`src/rtl/servo_track_pkg.sv`:
```
// Shared types and constants for the solar tracker sequencer: FSM states,
// servo direction codes and default pulse-width limits.
package servo_track_pkg;

  typedef enum logic [2:0] {
    IDLE     = 3'd0,
    REQ      = 3'd1,
    WAIT_ADC = 3'd2,
    DECIDE   = 3'd3,
    MOVE     = 3'd4,
    SETTLE   = 3'd5
  } state_t;

  // Same encoding as servo_driver's direction output.
  typedef enum logic [1:0] {
    STOP = 2'b00,
    CW   = 2'b01,
    CCW  = 2'b10
  } dir_t;

  localparam logic AXIS_H = 1'b0;
  localparam logic AXIS_V = 1'b1;

  localparam int unsigned DEF_POS_MIN = 500;
  localparam int unsigned DEF_POS_MAX = 2500;

  // A servo already at (or beyond) the end it would move towards cannot move.
  function automatic logic at_limit(input dir_t dir, input logic [31:0] pos,
                                    input logic [31:0] pos_min, input logic [31:0] pos_max);
    return ((dir == CCW) && (pos <= pos_min)) || ((dir == CW) && (pos >= pos_max));
  endfunction

endpackage

```
`src/rtl/servo_track_sched_decide.sv`:
```
// Combinational move decision: opposing-pair compare, deadband, axis pick and
// limit blocking. dir is STOP whenever move_ok is low.
module track_decide
  import servo_track_pkg::*;
#(
  parameter int          ADC_W    = 12,
  parameter int          DEADBAND = 64,
  parameter logic [31:0] POS_MIN  = DEF_POS_MIN,
  parameter logic [31:0] POS_MAX  = DEF_POS_MAX
) (
  input  logic [ADC_W-1:0] adc_top,
  input  logic [ADC_W-1:0] adc_bot,
  input  logic [ADC_W-1:0] adc_left,
  input  logic [ADC_W-1:0] adc_right,
  input  logic [31:0]      pos_h,
  input  logic [31:0]      pos_v,
  output logic             axis,
  output logic [1:0]       dir,
  output logic             move_ok
);

  localparam logic [ADC_W-1:0] DB = ADC_W'(DEADBAND);

  logic [ADC_W-1:0] mag_h;
  logic [ADC_W-1:0] mag_v;
  logic [ADC_W-1:0] mag_sel;
  dir_t             dir_h;
  dir_t             dir_v;
  dir_t             dir_sel;
  logic [31:0]      pos_sel;

  // Magnitudes are taken without a sign bit; the sign only picks the direction.
  always_comb begin
    mag_h   = (adc_left >= adc_right) ? (adc_left - adc_right) : (adc_right - adc_left);
    mag_v   = (adc_top >= adc_bot) ? (adc_top - adc_bot) : (adc_bot - adc_top);
    dir_h   = (adc_left > adc_right) ? CCW : CW;
    dir_v   = (adc_top > adc_bot) ? CCW : CW;
    axis    = (mag_h >= mag_v) ? AXIS_H : AXIS_V;
    mag_sel = (axis == AXIS_H) ? mag_h : mag_v;
    dir_sel = (axis == AXIS_H) ? dir_h : dir_v;
    pos_sel = (axis == AXIS_H) ? pos_h : pos_v;
    move_ok = (mag_sel > DB) && !at_limit(dir_sel, pos_sel, POS_MIN, POS_MAX);
    dir     = move_ok ? dir_sel : STOP;
  end

endmodule

```
`src/rtl/servo_track_sched.sv`:
```
// Two-axis tracker sequencer: request a sample, decide, move one servo for a
// bounded window, settle, repeat. All outputs are registered.
module servo_track_sched
  import servo_track_pkg::*;
#(
  parameter int ADC_W         = 12,
  parameter int DEADBAND      = 64,
  parameter int MOVE_CYCLES   = 2000000,
  parameter int SETTLE_CYCLES = 5000000,
  parameter int ADC_TIMEOUT   = 100000,
  parameter int POS_MIN       = DEF_POS_MIN,
  parameter int POS_MAX       = DEF_POS_MAX
) (
  input  logic             CLK,
  input  logic             RST,
  input  logic             track_en,
  input  logic             adc_valid,
  input  logic [ADC_W-1:0] adc_top,
  input  logic [ADC_W-1:0] adc_bot,
  input  logic [ADC_W-1:0] adc_left,
  input  logic [ADC_W-1:0] adc_right,
  input  logic [31:0]      pos_h,
  input  logic [31:0]      pos_v,
  output logic             adc_req,
  output logic             h_cw,
  output logic             h_ccw,
  output logic             v_cw,
  output logic             v_ccw,
  output logic             busy,
  output logic [2:0]       state_dbg
);

  localparam int MAX_A   = (MOVE_CYCLES > SETTLE_CYCLES) ? MOVE_CYCLES : SETTLE_CYCLES;
  localparam int MAX_CYC = (MAX_A > ADC_TIMEOUT) ? MAX_A : ADC_TIMEOUT;
  localparam int CNT_W   = (MAX_CYC > 1) ? $clog2(MAX_CYC) : 1;

  localparam logic [CNT_W-1:0] TO_LAST   = CNT_W'(ADC_TIMEOUT - 1);
  localparam logic [CNT_W-1:0] MOVE_LAST = CNT_W'(MOVE_CYCLES - 1);
  localparam logic [CNT_W-1:0] SETL_LAST = CNT_W'(SETTLE_CYCLES - 1);
  localparam logic [31:0]      PMIN      = 32'(POS_MIN);
  localparam logic [31:0]      PMAX      = 32'(POS_MAX);

  state_t           state_reg, state_next;
  logic [CNT_W-1:0] cnt_reg, cnt_next;
  logic             axis_reg, axis_next;
  dir_t             dir_reg, dir_next;
  logic             latch_en;

  logic [ADC_W-1:0] adc_in   [4];
  logic [ADC_W-1:0] samp_reg [4];

  logic             dec_axis;
  logic [1:0]       dec_dir;
  logic             dec_move_ok;
  logic [31:0]      pos_move;

  logic adc_req_reg, h_cw_reg, h_ccw_reg, v_cw_reg, v_ccw_reg, busy_reg;

  assign adc_in[0] = adc_top;
  assign adc_in[1] = adc_bot;
  assign adc_in[2] = adc_left;
  assign adc_in[3] = adc_right;

  genvar gi;
  generate
    for (gi = 0; gi < 4; gi++) begin : g_samp
      always_ff @(posedge CLK) begin
        if (RST) begin
          samp_reg[gi] <= '0;
        end else if (latch_en) begin
          samp_reg[gi] <= adc_in[gi];
        end
      end
    end
  endgenerate

  track_decide #(
    .ADC_W    (ADC_W),
    .DEADBAND (DEADBAND),
    .POS_MIN  (PMIN),
    .POS_MAX  (PMAX)
  ) u_decide (
    .adc_top   (samp_reg[0]),
    .adc_bot   (samp_reg[1]),
    .adc_left  (samp_reg[2]),
    .adc_right (samp_reg[3]),
    .pos_h     (pos_h),
    .pos_v     (pos_v),
    .axis      (dec_axis),
    .dir       (dec_dir),
    .move_ok   (dec_move_ok)
  );

  assign pos_move = (axis_reg == AXIS_H) ? pos_h : pos_v;

  always_comb begin
    state_next = state_reg;
    cnt_next   = cnt_reg;
    axis_next  = axis_reg;
    dir_next   = dir_reg;
    latch_en   = 1'b0;
    if (!track_en) begin
      state_next = IDLE;
      cnt_next   = '0;
      dir_next   = STOP;
    end else begin
      case (state_reg)
        IDLE: begin
          state_next = REQ;
          cnt_next   = '0;
        end
        REQ: begin
          state_next = WAIT_ADC;
          cnt_next   = '0;
        end
        WAIT_ADC: begin
          if (adc_valid) begin
            latch_en   = 1'b1;
            state_next = DECIDE;
            cnt_next   = '0;
          end else if (cnt_reg == TO_LAST) begin
            state_next = REQ;
            cnt_next   = '0;
          end else begin
            cnt_next = cnt_reg + CNT_W'(1);
          end
        end
        DECIDE: begin
          cnt_next = '0;
          if (dec_move_ok) begin
            state_next = MOVE;
            axis_next  = dec_axis;
            dir_next   = dir_t'(dec_dir);
          end else begin
            state_next = SETTLE;
            dir_next   = STOP;
          end
        end
        MOVE: begin
          // Position is re-checked every cycle so a servo never overdrives its end stop.
          if ((cnt_reg == MOVE_LAST) || at_limit(dir_reg, pos_move, PMIN, PMAX)) begin
            state_next = SETTLE;
            cnt_next   = '0;
            dir_next   = STOP;
          end else begin
            cnt_next = cnt_reg + CNT_W'(1);
          end
        end
        SETTLE: begin
          if (cnt_reg == SETL_LAST) begin
            state_next = REQ;
            cnt_next   = '0;
          end else begin
            cnt_next = cnt_reg + CNT_W'(1);
          end
        end
        default: begin
          state_next = IDLE;
          cnt_next   = '0;
        end
      endcase
    end
  end

  always_ff @(posedge CLK) begin
    if (RST) begin
      state_reg   <= IDLE;
      cnt_reg     <= '0;
      axis_reg    <= AXIS_H;
      dir_reg     <= STOP;
      adc_req_reg <= 1'b0;
      h_cw_reg    <= 1'b0;
      h_ccw_reg   <= 1'b0;
      v_cw_reg    <= 1'b0;
      v_ccw_reg   <= 1'b0;
      busy_reg    <= 1'b0;
    end else begin
      state_reg   <= state_next;
      cnt_reg     <= cnt_next;
      axis_reg    <= axis_next;
      dir_reg     <= dir_next;
      adc_req_reg <= (state_next == REQ);
      // Outputs follow the next state so they line up with state_reg exactly.
      h_cw_reg    <= (state_next == MOVE) && (axis_next == AXIS_H) && (dir_next == CW);
      h_ccw_reg   <= (state_next == MOVE) && (axis_next == AXIS_H) && (dir_next == CCW);
      v_cw_reg    <= (state_next == MOVE) && (axis_next == AXIS_V) && (dir_next == CW);
      v_ccw_reg   <= (state_next == MOVE) && (axis_next == AXIS_V) && (dir_next == CCW);
      busy_reg    <= (state_next != IDLE);
    end
  end

  assign adc_req   = adc_req_reg;
  assign h_cw      = h_cw_reg;
  assign h_ccw     = h_ccw_reg;
  assign v_cw      = v_cw_reg;
  assign v_ccw     = v_ccw_reg;
  assign busy      = busy_reg;
  assign state_dbg = state_reg;

endmodule
```
`config.mk`:
```
export PLATFORM = sky130hd
export DESIGN_NAME = servo_track_sched
export DESIGN_NICKNAME = d
export VERILOG_FILES = /design/src/rtl/servo_track_pkg.sv /design/src/rtl/servo_track_sched_decide.sv /design/src/rtl/servo_track_sched.sv
export SDC_FILE = /design/constraint.sdc
export NUM_CORES = 1
export LEC_CHECK = 0
export CORE_ASPECT_RATIO = 0.7
export CORE_MARGIN = 5
export CORE_UTILIZATION = 50
export CTS_BUF_LIST = sky130_fd_sc_hd__clkbuf_8
export DETAILED_ROUTE_END_ITERATION = 12
export PLACE_DENSITY = 0.8
export SYNTH_ARGS = -nofsm -noshare
export SYNTH_HDL_FRONTEND = slang
export SYNTH_HIERARCHICAL = 1
export SYNTH_SLANG_ARGS = --single-unit
```
`constraint.sdc`:
```
create_clock -name CLK -period 12.21 [get_ports CLK]
set_input_delay 3.663 -clock CLK [delete_from_list [all_inputs] [get_ports CLK]]
set_output_delay 3.663 -clock CLK [all_outputs]
set_load 0.03 [all_outputs]
```
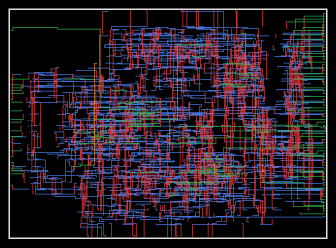
*Routed metal, one colour a layer, run 1*
| colour | layer | wire length |
|---|---|---|
| orange | M4 | 206 um |
| red | M2 | 6990 um |
| blue | M1 | 8490 um |
| green | M3 | 1440 um |
routed len/inst: 15.74 um
total wire length: 17130 um
routed via count: 6136
overall routing resource usage: 21.26%

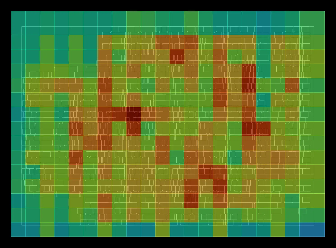
*Routing congestion map, run 1*
Most Crowded Layer GR: met2
final core utilization: 63.53%

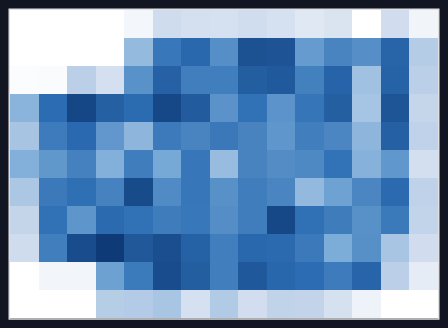
*Placement density heat map, run 1*
15 x 11 tiles, from white (low) to dark blue (high), 0 to 100% covered.
fullest tile: 96%
tiles over 75% full: 22%
nearly empty tiles: 9.7%
mean over tiles: 51%
emptiest ninth of the die: north-west

==> flow_summary_export.csv, run 1 <==
group,metric,value,unit
yosys,synth_cell_types,92,
yosys,ys_cells,786,
clock_tree,cts_buffers,9,
placement,dp_hpwl,13740,um
floorplan,taps,185,
placement,placed_cell_area,8208,um2
setup_path,rr_worst_depth,26,
power_and_ir_drop,total_power,786.5,uW
timing,relSlewSlack,26.94,%
cells_and_area,drive_gt1_share,6.534,%
cells_and_area,nClkBuffers,10,
power_and_ir_drop,ir_drop,0.00006434,V
cells_and_area,nonClockInverterCount,72,
timing,min_period,6282,ps
placement,gp_congestion,0.9223,
power_and_ir_drop,swShare,29.81,%
setup_path,worstReg2RegEnd,"h_cw$_SDFF_PP0_",
floorplan,die-area,16200,um2
setup_path,crit_path_end,"h_cw$_SDFF_PP0_",
global_route,grt-ovfl-total,0,
yosys,synth_area,6862,um2
clock_tree,cts.clk_slew.worst_paths,100,ps
setup_path,worstPathArrival,6590,ps
cells_and_area,comb_cells,606,
drt,ant_nets,0,
cells_and_area,flop-count,83,
yosys,synthFlopType,"edfxtp_1",
cells_and_area,clk_share,2.959,%
yosys,synth-edff-count,48,
global_route,grt_util_met1,30.18,%
flow_run,tool_warnings,48,
yosys,synth.largest_area_cell,"edfxtp_1",
timing,holdWs,477.7,ps
clock_tree,root_buffer,"clkbuf_8",
cells_and_area,largest_class,"combinational gates",
timing,hold_viol_final,0,
cells_and_area,buffers,126,
power_and_ir_drop,power_leakage,0.003271,uW
yosys,top_cell,"inv_1",
clock_tree,clockBufferDepth,2,
setup_path,r2r_slack,6000,ps
drt,drc,0,
yosys,netlist.area_leader.share,21.01,%
cells_and_area,syn2layout_area_growth,23.27,%
drt,drt-pass1-iter-count,5,
yosys,avgSynthCellArea,8.730,um2
cells_and_area,flop_area,2142,um2
status,status,"finished, final reports clean",
flow_run,drv_cap,0,
setup_path,critPathTopFamily,"simple AND/OR/NAND/NOR gates",
cells_and_area,sh_comb_area,50.93,%
timing,setup_viol,0,
yosys,top_cells_by_count,"71 x inv_1, 59 x ha_1, 57 x a21oi_1, 55 x nor2_1, 52 x and2_1",
clock_tree,post-cts-setup-buffers,0,
setup_path,crit_start,"pos_h[28]",
setup_path,slowest_stage,"clkdlybuf4s50_1",
worst_hold_path,whs_path_depth,1,
power_and_ir_drop,p_clk_share,31.3,%
cells_and_area,final-nonclk-buf-share,14.85,%
global_route,use_met3,5.404,%
timing,final.setup.worst_slack,5928,ps
power_and_ir_drop,p_int,552.0,uW
cells_and_area,logic_area,4308,um2
timing,worst_pin_slew,1095,ps
setup_path,cp_slowest_stage_delay,470,ps
timing,drv_slew,0,
clock_tree,ctsHoldBuffers,0,
floorplan,row_count,35,
yosys,synth_cells,786,
drt,initialDrtViolationCount,502,
global_route,grt_max_degree,49,
power_and_ir_drop,pwr-share-comb,29.6,%
placement,dp_cells,1072,
timing,period_used_share,51.45,%
drt,routed_via_density,5.640,
setup_path,cp.depth,15,
setup_path,crit_path_start_kind,"primary input",
drt,wl_met2,6990,um
clock_tree,clock_sinks,83,
placement,pre_cts_ws,5596,ps
timing,fmax,159.2,MHz
yosys,topCellsByArea,"edfxtp_1 21%, ha_1 11%, dfxtp_1 10%, and2_1 4.7%, a21oi_1 4.2%",
setup_path,r2r_start,"samp_reg[2][0]$_SDFFCE_PN0P_",
cells_and_area,n_fill_cell,1178,
global_route,grt_use_met2,32.64,%
power_and_ir_drop,powerDensity,92.99,nW/um2
setup_path,path_buffers,3,
global_route,grt_pass1_wl,28170,um
yosys,ys.flops,83,
run 1: kinds of logic (layout without fill, tap and decap cells):
| family | count (synthesis) | after routing | synth area share [%] |
|---|---|---|---|
| multiplexers | 10 | 10 | 1.568 |
| flip-flops | 83 | 83 | 31.22 |
| adder cells (fa/ha/maj) | 63 | 63 | 11.93 |
| AND-OR/OR-AND | 178 | 178 | 18.24 |
| AND/OR/NAND/NOR | 320 | 320 | 26.44 |
| XOR/XNOR | 35 | 35 | 4.577 |
| buffers and inverters | 97 | 214 | 6.036 |
run 1: cell usage in the layout (no fill, tap or decap), types with 27 or more instances in the layout:
cell type        instances
a21oi_1                 57
and2_1                  52
edfxtp_1                48
ha_1                    59
nand3_1                 27
dfxtp_1                 35
clkdlybuf4s50_1        124
nor2_1                  54
nand2_1                 47
inv_1                   71
==> inputs of run 2 (changes only) <==
Clock period 12.21 ns to 6.6 ns, I/O delays scaled along.
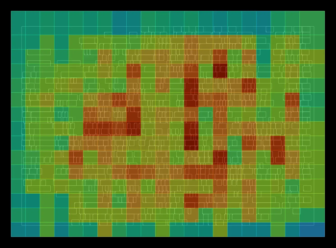
*Routing congestion map, run 2*
M1 GR Usage: 31.61%
met3 Usage GRT: 5.572%
met2 Use GR: 31.16%
overall routing resource usage: 21.31%

==> flow_summary_export.csv, run 2 <==
group,metric,value,unit
placement,pre_cts_ws,650.7,ps
cells_and_area,syn2layout_area_growth,22.88,%
timing,hold_viol_final,0,
yosys,avgSynthCellArea,8.730,um2
status,status,"finished, final reports clean",
setup_path,path_buffers,1,
yosys,yosys.area_share.simple,26.44,%
power_and_ir_drop,power_leakage,0.003262,uW
yosys,mux_share,1.568,%
placement,placed_cell_area,8208,um2
cells_and_area,final_cell_mix,"124 x clkdlybuf4s50_1, 71 x inv_1, 59 x ha_1",
flow_run,drv_cap,0,
timing,fmax,162.8,MHz
timing,period_used_share,93.07,%
clock_tree,ctsHoldBuffers,0,
global_route,busiest_layer,"met1",
global_route,grt_pass1_wl,28100,um
power_and_ir_drop,p_int,982.9,uW
clock_tree,root_buffer,"clkbuf_8",
drt,num_vias,6181,
cells_and_area,drive_gt1_share,6.534,%
drt,wl_per_cell,16.17,um
yosys,synth_area,6862,um2
placement,dp_hpwl,14170,um
power_and_ir_drop,swShare,30.58,%
yosys,synth_cells,786,
cells_and_area,clk_share,2.656,%
yosys,synth.largest_area_cell,"edfxtp_1",
drt,drt-pass1-iter-count,5,
yosys,aoi_share,18.23,%
drt,drc,0,
cells_and_area,flop-count,83,
clock_tree,post-cts-setup-buffers,0,
timing,worst_pin_slew,1134,ps
power_and_ir_drop,total_power,1416,uW
timing,final.setup.worst_slack,457.3,ps
drt,wl,17590,um
yosys,synthFlopType,"edfxtp_1",
floorplan,die-area,16200,um2
yosys,ys.flops,83,
timing,drv_slew,0,
-- run 2: worst reg2reg max path: cells and delay by family, from the launching register on --
kind | cells | cell delay (ps)
adder cells (fa/ha/maj) | 2 | 790
AND/OR/NAND/NOR | 11 | 2770
buffers and inverters | 1 | 350
flip-flops | 1 | 400
AND-OR/OR-AND | 8 | 1750
-- run 2: worst paths after layout --
| check | cells after the start | endpoint |
|---|---|---|
| worst max-delay path | 22 | v_cw$_SDFF_PP0_ |
| worst max register to register | 22 | v_cw$_SDFF_PP0_ |
| worst min-delay path | 1 | cnt_reg[0]$_SDFF_PP0_ |
| worst min register to register | 1 | cnt_reg[0]$_SDFF_PP0_ |
==> inputs of run 3 (changes only) <==
Clock period 6.6 ns to 7.53 ns, I/O delays scaled along.
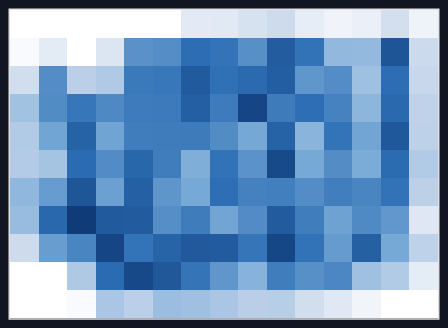
*Placement density heat map, run 3*
15 x 11 tiles, from white (low) to dark blue (high), 0 to 100% covered.
emptiest ninth of the die: north-west
densest ninth of the die: centre
nearly empty tiles: 7.9%
fullest tile: 95%
tiles over 75% full: 21%
mean over tiles: 51%

==> flow_summary_export.csv, run 3 <==
group,metric,value,unit
status,status,"finished, final reports clean",
global_route,grt_pass1_wl,28520,um
setup_path,path_buffers,3,
yosys,ys_cells,786,
cells_and_area,largest_class,"combinational gates",
timing,relSlewSlack,25.25,%
yosys,synth_cells,786,
power_and_ir_drop,total_power,1272,uW
placement,dp_cells,1072,
power_and_ir_drop,swShare,29.62,%
placement,gp_congestion,0.9634,
timing,period_used_share,80.58,%
power_and_ir_drop,p_clk_share,31.3,%
cells_and_area,logic_area,4308,um2
drt,num_vias,6185,
yosys,synthFlopType,"edfxtp_1",
setup_path,slowest_stage,"fa_1",
yosys,avgSynthCellArea,8.730,um2
timing,fmax,164.8,MHz
timing,worst_pin_slew,1120,ps
yosys,synth.largest_area_cell,"edfxtp_1",
yosys,topCellsByArea,"edfxtp_1 21%, ha_1 11%, dfxtp_1 10%, and2_1 4.7%, a21oi_1 4.2%",
setup_path,crit_path_start_kind,"register",
cells_and_area,final_cell_mix,"124 x clkdlybuf4s50_1, 71 x inv_1, 59 x ha_1",
placement,pre_cts_ws,1670,ps
setup_path,critPathTopFamily,"simple AND/OR/NAND/NOR gates",
cells_and_area,nClkBuffers,10,
placement,dp_hpwl,14230,um
power_and_ir_drop,ir_drop,0.0001270,V
setup_path,crit_start,"samp_reg[2][0]$_SDFFCE_PN0P_",
yosys,synth_cell_types,92,
drt,drc,0,
yosys,aoi_share,18.23,%
cells_and_area,fin_util,63.53,%
flow_run,drv_cap,0,
setup_path,r2r_start,"samp_reg[2][0]$_SDFFCE_PN0P_",
power_and_ir_drop,pwr-share-comb,29.6,%
run 3: metal layers:
| metal | part of all wire (%) | GRT usage (%) | vias to the layer above | wire [um] |
|---|---|---|---|---|
| li1 | - | - | 3065 | - |
| met1 | 50 | 31.68 | 2829 | 8820 |
| met2 | 41 | 32.32 | 274 | 7196 |
| met3 | 8.6 | 4.776 | 17 | 1531 |
| met4 | 0.99 | 4.700 | 0 | 176 |
| met5 | 0 | 0 | - | 0 |
run 3: final timing paths:
| path | end | depth (start not counted) | slack, ps |
|---|---|---|---|
| worst max-delay path | h_cw$_SDFF_PP0_ | 25 | 1460 |
| worst min-delay path | cnt_reg[0]$_SDFF_PP0_ | 1 | 480 |
| worst max register to register | h_cw$_SDFF_PP0_ | 25 | 1460 |
| worst min register to register | cnt_reg[0]$_SDFF_PP0_ | 1 | 480 |
Power and IR drop assume default switching activity.
